[config.mk]
export PLATFORM = sky130hd
export DESIGN_NAME = circ_conv_engine
export DESIGN_NICKNAME = d
export VERILOG_FILES = /design/src/rtl/circ_conv_pkg.sv /design/src/rtl/conv_mac.sv /design/src/rtl/circ_conv_engine.sv
export SDC_FILE = /design/constraint.sdc
export NUM_CORES = 1
export LEC_CHECK = 0
export CAP_MARGIN = 20
export CORE_ASPECT_RATIO = 0.8
export CORE_UTILIZATION = 45
export CTS_BUF_LIST = sky130_fd_sc_hd__clkbuf_4 sky130_fd_sc_hd__clkbuf_8 sky130_fd_sc_hd__clkbuf_16
export DETAILED_ROUTE_END_ITERATION = 12
export PLACE_DENSITY = 0.78
export RECOVER_POWER = 100
export SETUP_SLACK_MARGIN = 0.05
export SYNTH_ARGS = -nofsm -noshare
export SYNTH_HDL_FRONTEND = slang
export SYNTH_SLANG_ARGS = --single-unit
[constraint.sdc]
create_clock -name clk -period 10.05 [get_ports clk]
set_input_delay 2.01 -clock clk [delete_from_list [all_inputs] [get_ports clk]]
set_output_delay 2.01 -clock clk [all_outputs]
set_load 0.01 [all_outputs]
[src/rtl/circ_conv_pkg.sv]
// Shared types, mode encodings and width helper for the convolution engine.
package circ_conv_pkg;

    // Engine sequencing states
    typedef enum logic [1:0] {
        IDLE = 2'd0,
        LOAD = 2'd1,
        MAC  = 2'd2,
        DONE = 2'd3
    } state_t;

    // Operating modes, captured together with the operands
    localparam logic MODE_CIRC = 1'b0;
    localparam logic MODE_LIN  = 1'b1;

    // Accumulator width that cannot overflow: full product plus log2(N) growth bits
    function automatic int acc_width(input int n, input int w);
        return 2 * w + $clog2(n);
    endfunction

endpackage

[src/rtl/conv_mac.sv]
// Signed multiply-accumulate slice: one full-precision product per enabled cycle.
// 'sum' is the combinational acc + x*y; 'last' closes an output and restarts at zero.
module conv_mac #(
    parameter int WIDTH = 8,
    parameter int ACC_W = 18
) (
    input  logic                    clk,
    input  logic                    reset,
    input  logic                    en,
    input  logic                    clr,
    input  logic                    last,
    input  logic signed [WIDTH-1:0] x,
    input  logic signed [WIDTH-1:0] y,
    output logic signed [ACC_W-1:0] acc,
    output logic signed [ACC_W-1:0] sum
);

    logic signed [2*WIDTH-1:0] prod;
    logic signed [ACC_W-1:0]   prod_ext;
    logic signed [ACC_W-1:0]   acc_q;

    assign prod     = x * y;
    // ACC_W is always wider than the product, so the replication count is at least one
    assign prod_ext = $signed({{(ACC_W - 2*WIDTH){prod[2*WIDTH-1]}}, prod});
    assign sum      = acc_q + prod_ext;
    assign acc      = acc_q;

    // Accumulator register: cleared on reset/clr, restarted after the final tap of an output
    always_ff @(posedge clk) begin
        if (reset) begin
            acc_q <= {ACC_W{1'b0}};
        end else if (clr) begin
            acc_q <= {ACC_W{1'b0}};
        end else if (en) begin
            if (last) begin
                acc_q <= {ACC_W{1'b0}};
            end else begin
                acc_q <= sum;
            end
        end else begin
            acc_q <= acc_q;
        end
    end

endmodule

[src/rtl/circ_conv_engine.sv]
// Sequential signed convolution engine (circular length N or linear length 2N-1)
// built around a single time-shared MAC, with a start/busy/done handshake.
module circ_conv_engine
    import circ_conv_pkg::*;
#(
    parameter int N     = 4,
    parameter int WIDTH = 8,
    parameter int ACC_W = acc_width(N, WIDTH)
) (
    input  logic                    clk,
    input  logic                    reset,
    input  logic                    start,
    input  logic                    mode,
    input  logic signed [WIDTH-1:0] a [N],
    input  logic signed [WIDTH-1:0] b [N],
    output logic                    busy,
    output logic                    done,
    output logic signed [ACC_W-1:0] c [2*N-1]
);

    localparam int KW = $clog2(2 * N);   // output index width, covers 0..2N-2
    localparam int JW = $clog2(N);       // tap index width, covers 0..N-1
    localparam int DW = KW + 1;          // room for k + N - j without wrap

    localparam logic [JW-1:0] J_LAST     = JW'(N - 1);
    localparam logic [KW-1:0] K_LAST_CIR = KW'(N - 1);
    localparam logic [KW-1:0] K_LAST_LIN = KW'(2 * N - 2);

    state_t                  state_q;
    logic                    mode_q;
    logic                    busy_q;
    logic                    done_q;
    logic [KW-1:0]           k_q;
    logic [JW-1:0]           j_q;
    logic [KW-1:0]           k_last_q;
    logic signed [WIDTH-1:0] a_q [N];
    logic signed [WIDTH-1:0] b_q [N];
    logic signed [ACC_W-1:0] c_q [2*N-1];

    logic [DW-1:0]           k_ext;
    logic [DW-1:0]           j_ext;
    logic [DW-1:0]           diff;
    logic                    tap_ok;
    logic [JW-1:0]           tap_idx;
    logic signed [WIDTH-1:0] mac_x;
    logic signed [WIDTH-1:0] mac_y;
    logic                    mac_en;
    logic                    mac_clr;
    logic                    mac_last;
    logic signed [ACC_W-1:0] mac_sum;
    logic signed [ACC_W-1:0] mac_acc_unused;

    // Index of b for the current (k, j): wrap mod N in circular mode, zero-pad outside 0..N-1 in linear mode
    always_comb begin
        k_ext  = DW'(k_q);
        j_ext  = DW'(j_q);
        diff   = {DW{1'b0}};
        tap_ok = 1'b0;
        if (k_ext >= j_ext) begin
            diff   = k_ext - j_ext;
            tap_ok = (mode_q == MODE_CIRC) || (diff < DW'(N));
        end else begin
            diff   = k_ext + DW'(N) - j_ext;
            tap_ok = (mode_q == MODE_CIRC);
        end
        tap_idx = diff[JW-1:0];
    end

    // MAC operand selection; a forced-zero tap contributes nothing to the sum
    always_comb begin
        mac_x = a_q[j_q];
        if (tap_ok) begin
            mac_y = b_q[tap_idx];
        end else begin
            mac_y = {WIDTH{1'b0}};
        end
        mac_en   = (state_q == MAC);
        mac_clr  = (state_q == LOAD);
        mac_last = (j_q == J_LAST);
    end

    conv_mac #(
        .WIDTH (WIDTH),
        .ACC_W (ACC_W)
    ) u_mac (
        .clk   (clk),
        .reset (reset),
        .en    (mac_en),
        .clr   (mac_clr),
        .last  (mac_last),
        .x     (mac_x),
        .y     (mac_y),
        .acc   (mac_acc_unused),
        .sum   (mac_sum)
    );

    // Control FSM with operand capture, k/j sequencing, result write-back and registered handshake
    always_ff @(posedge clk) begin
        if (reset) begin
            state_q  <= IDLE;
            mode_q   <= MODE_CIRC;
            busy_q   <= 1'b0;
            done_q   <= 1'b0;
            k_q      <= {KW{1'b0}};
            j_q      <= {JW{1'b0}};
            k_last_q <= {KW{1'b0}};
            for (int i = 0; i < N; i++) begin
                a_q[i] <= {WIDTH{1'b0}};
                b_q[i] <= {WIDTH{1'b0}};
            end
            for (int i = 0; i < 2*N-1; i++) begin
                c_q[i] <= {ACC_W{1'b0}};
            end
        end else begin
            done_q <= 1'b0;
            case (state_q)
                IDLE: begin
                    if (start) begin
                        a_q     <= a;
                        b_q     <= b;
                        mode_q  <= mode;
                        busy_q  <= 1'b1;
                        state_q <= LOAD;
                    end else begin
                        busy_q  <= 1'b0;
                    end
                end
                LOAD: begin
                    for (int i = 0; i < 2*N-1; i++) begin
                        c_q[i] <= {ACC_W{1'b0}};
                    end
                    k_q      <= {KW{1'b0}};
                    j_q      <= {JW{1'b0}};
                    k_last_q <= (mode_q == MODE_LIN) ? K_LAST_LIN : K_LAST_CIR;
                    state_q  <= MAC;
                end
                MAC: begin
                    if (j_q == J_LAST) begin
                        c_q[k_q] <= mac_sum;
                        j_q      <= {JW{1'b0}};
                        if (k_q == k_last_q) begin
                            done_q  <= 1'b1;
                            state_q <= DONE;
                        end else begin
                            k_q <= k_q + KW'(1);
                        end
                    end else begin
                        j_q <= j_q + JW'(1);
                    end
                end
                DONE: begin
                    busy_q  <= 1'b0;
                    state_q <= IDLE;
                end
                default: begin
                    busy_q  <= 1'b0;
                    state_q <= IDLE;
                end
            endcase
        end
    end

    assign busy = busy_q;
    assign done = done_q;
    assign c    = c_q;

endmodule

==> deck_impl_summary.md, run 1 <==
Synthesis and Place & Route Summary

Yosys
  • Netlist cell types: 51
  • Synth logic family: simple AND/OR/NAND/NOR gates
  • Synthesized area: 11,900 µm²
  • Chip area line of the yosys report: 11,900 µm²
  • Yosys xor share: 1.75%
  • Synth top area share: 37.1%
  • MUX share of area: 3.62%

Critical path
  • Delay-heaviest family, CP: adder cells
  • CP peak stage delay: 0.84 ns
  • Most used cell, CP: fa_1
  • CP Buf/Inv Count: 3
  • CP endpoint kind: register

Detailed routing
  • WL/cell: 16.7 µm
  • Vias: 10,100
  • Top sig layer: met4

Global routing
  • GR peak layer: met2
  • Largest net degree at the start of global routing: 108

Final timing
  • Measured slew at the worst slew-check pin: 4.49 ns
  • Final worst slack: 1.50 ns
  • # setup viols final: 0
  • RSZ-0062 raised after global routing: no
  • Fmax: 117 MHz
  • Setup TNS after final layout: 0 ns
  • Final clock skew: 0.00834 ns
  • Endpoints failing hold: 0
  • Slew Viols, Final: 187
  • Final min period: 8.55 ns

Placement
  • Dpl ws: 2.05 ns
  • Routability Congestion: 0.851

Power and ir drop
  • Internal Power: 1.79 mW

Clock tree
  • CTS Hold Bufs: 0

Floorplan
  • Die Span Y: 148 µm
  • IO Pins: 196
  • Die area: 27,200 µm²

Layout
  • Most frequent cells in the layout: 244 x nand2_1, 221 x dfxtp_1, 165 x a21oi_1, 128 x dlygate4sd3_1, 113 x nand3_1
  • Final Util: 57.9%
  • Diodes inserted: 0

Run
  • Max-cap viol count: 2

Outcome
  • Outcome: complete, but fails checks
  • Failing checks: capacitance limit, slew limit
[run 1: area by class of cell]
class                   count  area (µm²)
flip-flops and latches    221        4420
clock inverters             8         103
inverters                 103         387
well taps                 351         439
multi-input cells         969        6710
fillers                  2246       10800
repair buffers            211        2130
clock buffers              32         656
[run 1: registers in the layout, indices dropped and copies added, names as in the netlist]
register and flops:
k_last_q 3, a_q 32, k_q 3, mode_q 1
j_q 2, busy 1, state_q 2, done 1
b_q 32, u_mac.acc 18, c 126
[run 1: worst paths after layout]
kind	startpoint	end	slack (ns)	cells after the start
hold / removal	a_q[6]	a_q[6]	0.45	2
hold reg to reg	a_q[6]	a_q[6]	0.45	2
setup / recovery	j_q[0]	c[35]	1.50	21
setup reg to reg	j_q[0]	c[35]	1.50	21
Run 1, cells colored by class:
Scale bar: 50 µm. Fill, decap, tap and diode cells in gray.
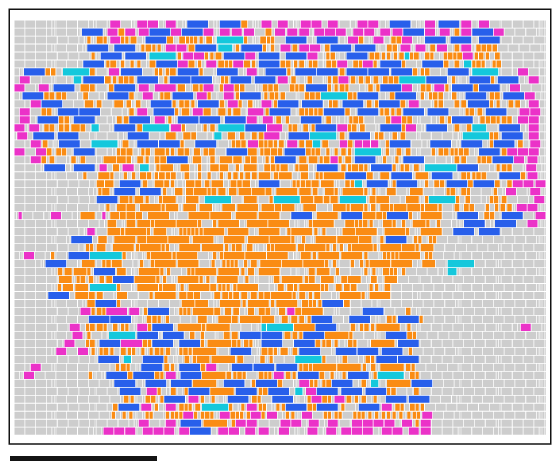
legend:
  magenta:
    class: other buffers and delay cells
    cells: 211
    share_of_their_area: 15%
  orange:
    class: all other logic
    cells: 1,072
    share_of_their_area: 49%
  cyan:
    class: clock drivers and dummy loads
    cells: 40
    share_of_their_area: 5.3%
  blue:
    class: flip-flops
    cells: 221
    share_of_their_area: 31%
fin area: 14,800 µm²
core area: 25,600 µm²
flop share of the area: 29.8%
# rows: 52

Run 1, cell density map:
The die is cut into 18 by 15 equal tiles; black is low, pale yellow is high, 0 to 100% covered.
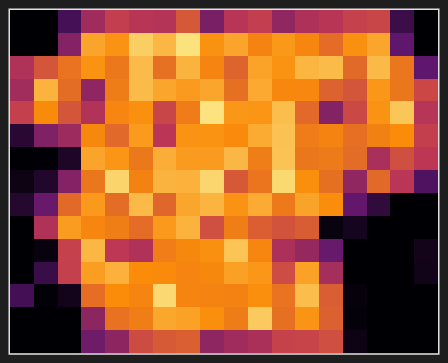
fullest tile: 94%
nearly empty tiles: 15%
mean over tiles: 53%
tiles over 75% full: 29%

Run 1, metal layers overlaid:
Scale bar: 50 µm. Two of the layers only.
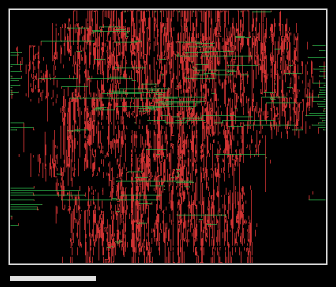
legend:
  red:
    layer: met2
    wire_length: 15,100 µm
  green:
    layer: met3
    wire_length: 1,720 µm

Run 1, sequential cells colored by netlist name:
Scale bar: 50 µm. Other sequential cells in the stronger gray, the rest of the logic in the fainter gray.
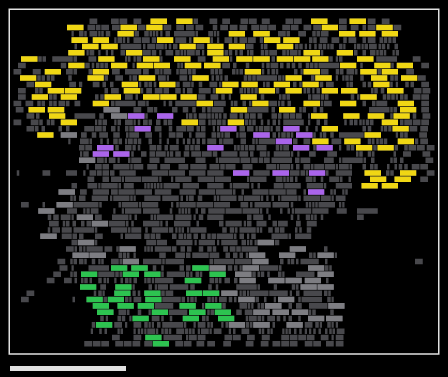

==> run 1 -> run 2 <==
==> constraint.sdc (replaced) <==
create_clock -name clk -period 10.05 [get_ports clk]
set_input_delay 1.005 -clock clk [delete_from_list [all_inputs] [get_ports clk]]
set_output_delay 1.005 -clock clk [all_outputs]
set_load 0.01 [all_outputs]
Run 2, sequential cells colored by netlist name:
Scale bar: 50 µm. Other sequential cells in the stronger gray, the rest of the logic in the fainter gray.
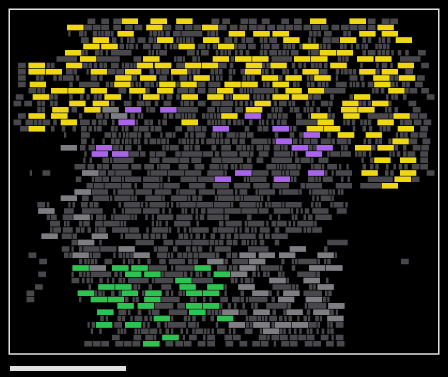
legend:
  green:
    name_in_the_netlist: b_q
    placed_flops: 32
  purple:
    name_in_the_netlist: u_mac.acc
    placed_flops: 18
  yellow:
    name_in_the_netlist: c
    placed_flops: 126
not colored: 45

Run 2, cells colored by class:
Scale bar: 50 µm. Fill, decap, tap and diode cells in gray.
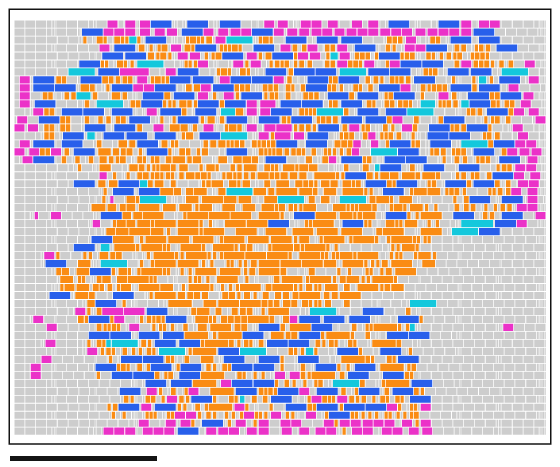
legend:
  blue:
    class: flip-flops
    cells: 221
    share_of_their_area: 31%
  cyan:
    class: clock drivers and dummy loads
    cells: 39
    share_of_their_area: 5.1%
  magenta:
    class: other buffers and delay cells
    cells: 211
    share_of_their_area: 15%
  orange:
    class: all other logic
    cells: 1,072
    share_of_their_area: 49%

Run 2, routing congestion map:
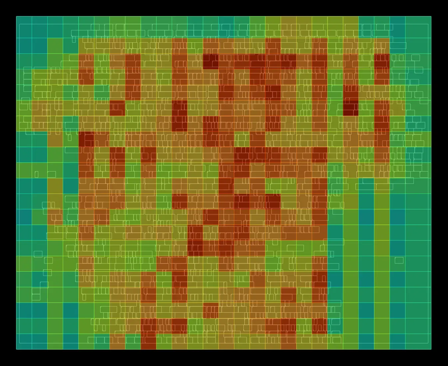
GRT Util Overall: 23.5%
global-route track usage on met1: 31.6%
GR peak layer: met2
met3 Use GR: 3.72%
WL/cell: 16.8 µm

==> run 2 against run 1 <==
  * The run still ends with capacitance limit, slew limit left
  * Global-route usage shrank 0.14 points
  * Clock power down 3.1%
  * Sequential share of layout area rose by 0.060 points
  * Final cell count is essentially flat
  * Via count grew 0.87%
  * Die size stayed put
  * Hold slack improved by 0.0043 ns
  * Worst setup slack worse by 0.098 ns
==> deck_impl_summary.md, run 2 <==
Synthesis and Place & Route Summary

Outcome
  • Outcome: complete, but fails checks (unchanged)
  • Failing checks: capacitance limit, slew limit (unchanged)

Layout
  • Diodes inserted: 0 (unchanged)
  • Largest register FFs: 126 (unchanged)
  • Most used logic cell in the final layout: nand2_1 (unchanged)
  • Final Util: 57.8% (was 57.9%)
  • Most frequent cells in the layout: 244 x nand2_1, 221 x dfxtp_1, 165 x a21oi_1, 128 x dlygate4sd3_1, 113 x nand3_1 (unchanged)
  • Flop area: 4420 µm² (unchanged)
  • Fin area: 14,800 µm² (about the same)
  • Multi-input gate area: 6700 µm² (was 6710 µm²)
  • Fillers: 2,237 (was 2,246)

Run
  • Max-cap viol count: 2 (unchanged)

Final timing
  • Final clock skew: 0.0122 ns (was 0.00834 ns)
  • # setup viols final: 0 (unchanged)
  • Setup TNS after final layout: 0 ns (unchanged)
  • Final min period: 8.65 ns (was 8.55 ns)
  • Endpoints failing hold: 0 (unchanged)
  • Slew Viols, Final: 187 (unchanged)
  • Measured slew at the worst slew-check pin: 4.55 ns (was 4.49 ns)
  • Final worst slack: 1.40 ns (was 1.50 ns)
  • Fmax: 116 MHz (was 117 MHz)
  • Cycle use final: 86.1% (was 85.1%)
  • RSZ-0062 raised after global routing: no (unchanged)

Yosys
  • Netlist cell types: 51 (unchanged)
  • Synth logic family: simple AND/OR/NAND/NOR gates (unchanged)
  • Yosys simple share: 19.9% (unchanged)
  • Chip area line of the yosys report: 11,900 µm² (unchanged)
  • Synth top area share: 37.1% (unchanged)
  • Synthesized area: 11,900 µm² (unchanged)
  • Yosys xor share: 1.75% (unchanged)

Worst hold path
  • Hold-critical path depth: 2 (unchanged)
  • Hold path startpoint: a_q[5] (was a_q[6])
  • Hold/Removal Path Class: register to register (unchanged)

Critical path
  • CP Buf/Inv Count: 3 (unchanged)
  • Delay-heaviest family, CP: adder cells (unchanged)
  • CP peak stage delay: 0.86 ns (was 0.84 ns)
  • CP endpoint kind: register (unchanged)
  • RR Endpoint: c[49] (was c[35])
  • Reg2reg path depth: 21 (unchanged)
  • Crit path to: c[49] (was c[35])
  • Crit path launch: j_q[0] (unchanged)
  • Most used cell, CP: fa_1 (unchanged)
  • R2R Path Start: j_q[0] (unchanged)
  • Reg2reg setup slack: 1.40 ns (was 1.50 ns)
  • Critical Path Stages: 21 (unchanged)

Placement
  • Dpl ws: 1.99 ns (was 2.05 ns)
  • Routability Congestion: 0.854 (was 0.851)

Power and ir drop
  • Clk. pwr: 835 µW (was 862 µW)
  • Internal Power: 1.77 mW (was 1.79 mW)
  • Top power group: combinational cells (unchanged)

Detailed routing
  • Vias: 10,200 (was 10,100)
  • Top sig layer: met4 (unchanged)
  • Final ANT Viol Nets: 0 (unchanged)

Clock tree
  • # Post-CTS Setup Buffers: 0 (unchanged)
  • CTS Hold Bufs: 0 (unchanged)

Floorplan
  • IO Pins: 196 (unchanged)
  • Die Span Y: 148 µm (unchanged)
  • Core area: 25,600 µm² (unchanged)
  • # rows: 52 (unchanged)

Global routing
  • Largest net degree at the start of global routing: 108 (unchanged)
## run 2: layer usage
layer / vias up / track usage [%]
met4: 0 / 5.75
li1: 4836 / -
met1: 4952 / 31.6
met3: 62 / 3.72
met5: - / 0
met2: 318 / 39.5
## run 2: layout make-up
| type | count | area share, % |
|---|---|---|
| inverter | 103 | 2.61 |
| sequential | 221 | 29.9 |
| clock inverter | 7 | 0.448 |
| tap | 351 | 2.96 |
| timing repair buffer | 211 | 14.4 |
| clock buffer | 32 | 4.47 |
| multi-input combinational | 969 | 45.2 |
## run 2: kinds of logic (layout without fill, tap and decap cells)
group	after synthesis	in the layout
XOR/XNOR	23	23
adder cells (fa/ha/maj)	133	133
buffers and inverters	199	353
AND-OR/OR-AND	252	252
flip-flops	221	221
AND/OR/NAND/NOR	538	538
multiplexers	23	23
Run 2, cell density map:
The die is cut into 18 by 15 equal tiles; black is low, pale yellow is high, 0 to 100% covered.
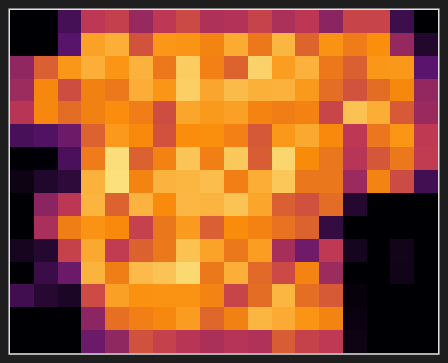

==> run 2 -> run 3 <==
--- a/config.mk
+++ b/config.mk
@@ -7,10 +7,10 @@
 export LEC_CHECK = 0
 export CAP_MARGIN = 20
 export CORE_ASPECT_RATIO = 0.8
-export CORE_UTILIZATION = 45
+export CORE_UTILIZATION = 50
 export CTS_BUF_LIST = sky130_fd_sc_hd__clkbuf_4 sky130_fd_sc_hd__clkbuf_8 sky130_fd_sc_hd__clkbuf_16
 export DETAILED_ROUTE_END_ITERATION = 12
-export PLACE_DENSITY = 0.78
+export PLACE_DENSITY = 0.85
 export RECOVER_POWER = 100
 export SETUP_SLACK_MARGIN = 0.05
 export SYNTH_ARGS = -nofsm -noshare
Run 3, cell density map:
The die is cut into 17 by 14 equal tiles; black is low, pale yellow is high, 0 to 100% covered.
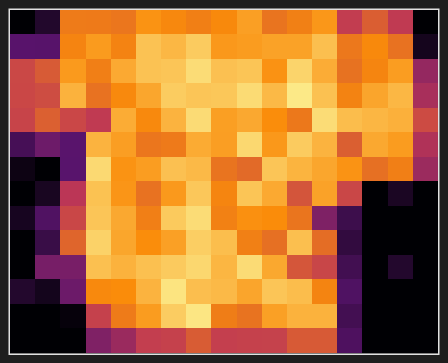
fullest tile: 95%
nearly empty tiles: 13%
tiles over 75% full: 44%
emptiest ninth of the die: lower right

Run 3, metal layers overlaid:
Scale bar: 50 µm. Two of the layers only.
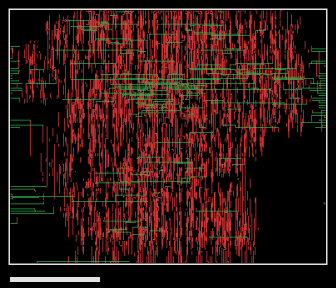
legend:
  red:
    layer: met2
    wire_length: 15,400 µm
  green:
    layer: met3
    wire_length: 2,490 µm
Total Routed Length: 32,100 µm
vias: 10,300
WL/cell: 17.3 µm

Run 3, cells colored by class:
Scale bar: 50 µm. Fill, decap, tap and diode cells in gray.
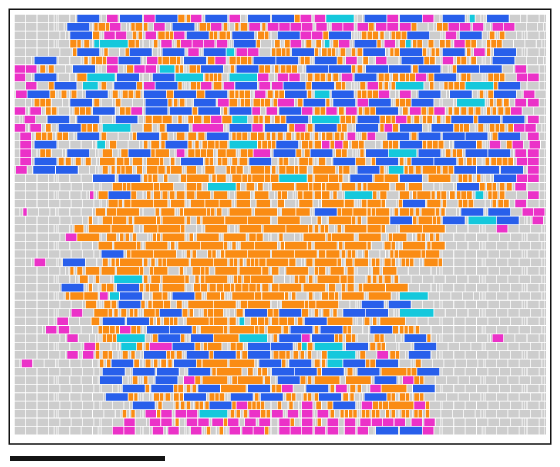
legend:
  magenta:
    class: other buffers and delay cells
    cells: 209
    share_of_their_area: 15%
  blue:
    class: flip-flops
    cells: 221
    share_of_their_area: 31%
  cyan:
    class: clock drivers and dummy loads
    cells: 41
    share_of_their_area: 5.3%
  orange:
    class: all other logic
    cells: 1,072
    share_of_their_area: 49%
# rows: 50
flop share of the area: 30.0%
Final Util: 63.1%
core area: 23,400 µm²

==> run 3 against run 2 <==
  * The flow still finishes with violations (capacitance limit, slew limit)
  * Final cell count down 2.1%
  * Sequential share of layout area up 0.11 points
  * Cell area down 0.38%
  * First-iteration DRC count up 48%
  * Clock skew up 0.0029 ns
  * Flip-flop count unchanged
  * Via count up 0.91%
  * Clock power up 2.5%
  * Total power up 1.1%
  * Non-clock buffer count down 2
  * Global-route usage up 2.9 points
  * Critical path type unchanged
  * Critical endpoint is now c[103]
  * Largest power group unchanged
==> deck_impl_summary.md, run 3 <==
Synthesis and Place & Route Summary

Layout
  • Flip-flop and latch count: 221 (unchanged)
  • Signal buffers: 209 (was 211)
  • Final clock-cell share: 5.17% (was 4.92%)
  • Most frequent cells in the layout: 244 x nand2_1, 221 x dfxtp_1, 165 x a21oi_1, 128 x dlygate4sd3_1, 113 x nand3_1 (unchanged)
  • Diodes inserted: 0 (unchanged)
  • Multi-input gate area: 6700 µm² (about the same)
  • Fin area: 14,800 µm² (about the same)
  • Flop area: 4420 µm² (unchanged)
  • Largest register FFs: 126 (unchanged)
  • Most used logic cell in the final layout: nand2_1 (unchanged)
  • Fillers: 1,891 (was 2,237)
  • Comb area share: 45.4% (was 45.2%)
  • Leading cell kind: combinational gates (unchanged)
  • Inverters excl. clock: 103 (unchanged)
  • Clkbuf count: 32 (unchanged)
  • Comb gates: 969 (unchanged)

Worst hold path
  • Worst Hold End: b_q[13] (was a_q[5])
  • Hold/Removal Path Class: register to register (unchanged)
  • Hold-critical path depth: 2 (unchanged)

Placement
  • Dpl ws: 2.11 ns (was 1.99 ns)
  • Routability Congestion: 0.871 (was 0.854)

Outcome
  • Outcome: complete, but fails checks (unchanged)
  • Failing checks: capacitance limit, slew limit (unchanged)

Critical path
  • Reg2reg path depth: 21 (unchanged)
  • Crit path to: c[103] (was c[49])
  • CP endpoint kind: register (unchanged)
  • CP Buf/Inv Count: 3 (unchanged)
  • Crit path launch: j_q[0] (unchanged)
  • Reg2reg setup slack: 1.32 ns (was 1.40 ns)
  • Delay-heaviest family, CP: adder cells (unchanged)
  • R2R Path Start: j_q[0] (unchanged)
  • Critical Path Stages: 21 (unchanged)
  • CP peak stage delay: 0.88 ns (was 0.86 ns)

Power and ir drop
  • Internal Power: 1.78 mW (was 1.77 mW)
  • Top power group: combinational cells (unchanged)

Global routing
  • Global-route met2 utilization: 44.3% (was 39.5%)
  • Largest net degree at the start of global routing: 111 (was 108)
  • Met3 Use GR: 4.48% (was 3.72%)
  • GR peak layer: met2 (unchanged)
  • GRT Util Overall: 26.4% (was 23.5%)

Yosys
  • Chip area line of the yosys report: 11,900 µm² (unchanged)
  • Yosys simple share: 19.9% (unchanged)
  • Synth top area share: 37.1% (unchanged)
  • Synthesized area: 11,900 µm² (unchanged)
  • Yosys xor share: 1.75% (unchanged)
  • Netlist cell types: 51 (unchanged)
  • Synth logic family: simple AND/OR/NAND/NOR gates (unchanged)

Final timing
  • Slew Viols, Final: 187 (unchanged)
  • Measured slew at the worst slew-check pin: 4.64 ns (was 4.55 ns)
  • Setup TNS after final layout: 0 ns (unchanged)
  • Final min period: 8.73 ns (was 8.65 ns)
  • Fmax: 114 MHz (was 116 MHz)
  • Final worst slack: 1.32 ns (was 1.40 ns)
  • Final clock skew: 0.0151 ns (was 0.0122 ns)
  • RSZ-0062 raised after global routing: no (unchanged)
  • Cycle use final: 86.9% (was 86.1%)
  • Endpoints failing hold: 0 (unchanged)

Detailed routing
  • Final ANT Viol Nets: 0 (unchanged)

Floorplan
  • IO Pins: 196 (unchanged)
  • Tapcells: 312 (was 351)

Run
  • Max-cap viol count: 2 (unchanged)

Clock tree
  • # Post-CTS Setup Buffers: 0 (unchanged)
  • CTS Hold Bufs: 0 (unchanged)
run 3: worst reg2reg max path, stage by stage, from the launching register on:
cell	delay, ns
dfxtp_1	0.78
ha_1	0.27
inv_1	0.06
fa_1	0.70
mux4_2	0.25
nor2b_1	0.54
and2_0	0.88
inv_1	0.13
fa_1	0.52
inv_1	0.06
fa_1	0.53
fa_1	0.46
fa_1	0.53
fa_1	0.41
ha_1	0.36
a21oi_1	0.23
o211ai_1	0.21
a31oi_1	0.35
nor2_1	0.09
xnor2_1	0.88
nand2_1	0.17
a21oi_1	0.20
run 3: kinds of logic (layout without fill, tap and decap cells):
family / Yosys count / count (layout)
compound gates: 252 / 252
xor+xnor: 23 / 23
fa+ha+maj: 133 / 133
buf+inv: 199 / 353
flops: 221 / 221
mux: 23 / 23
simple gates: 538 / 538
No activity file was given, so power comes from the tool's default toggle rates.
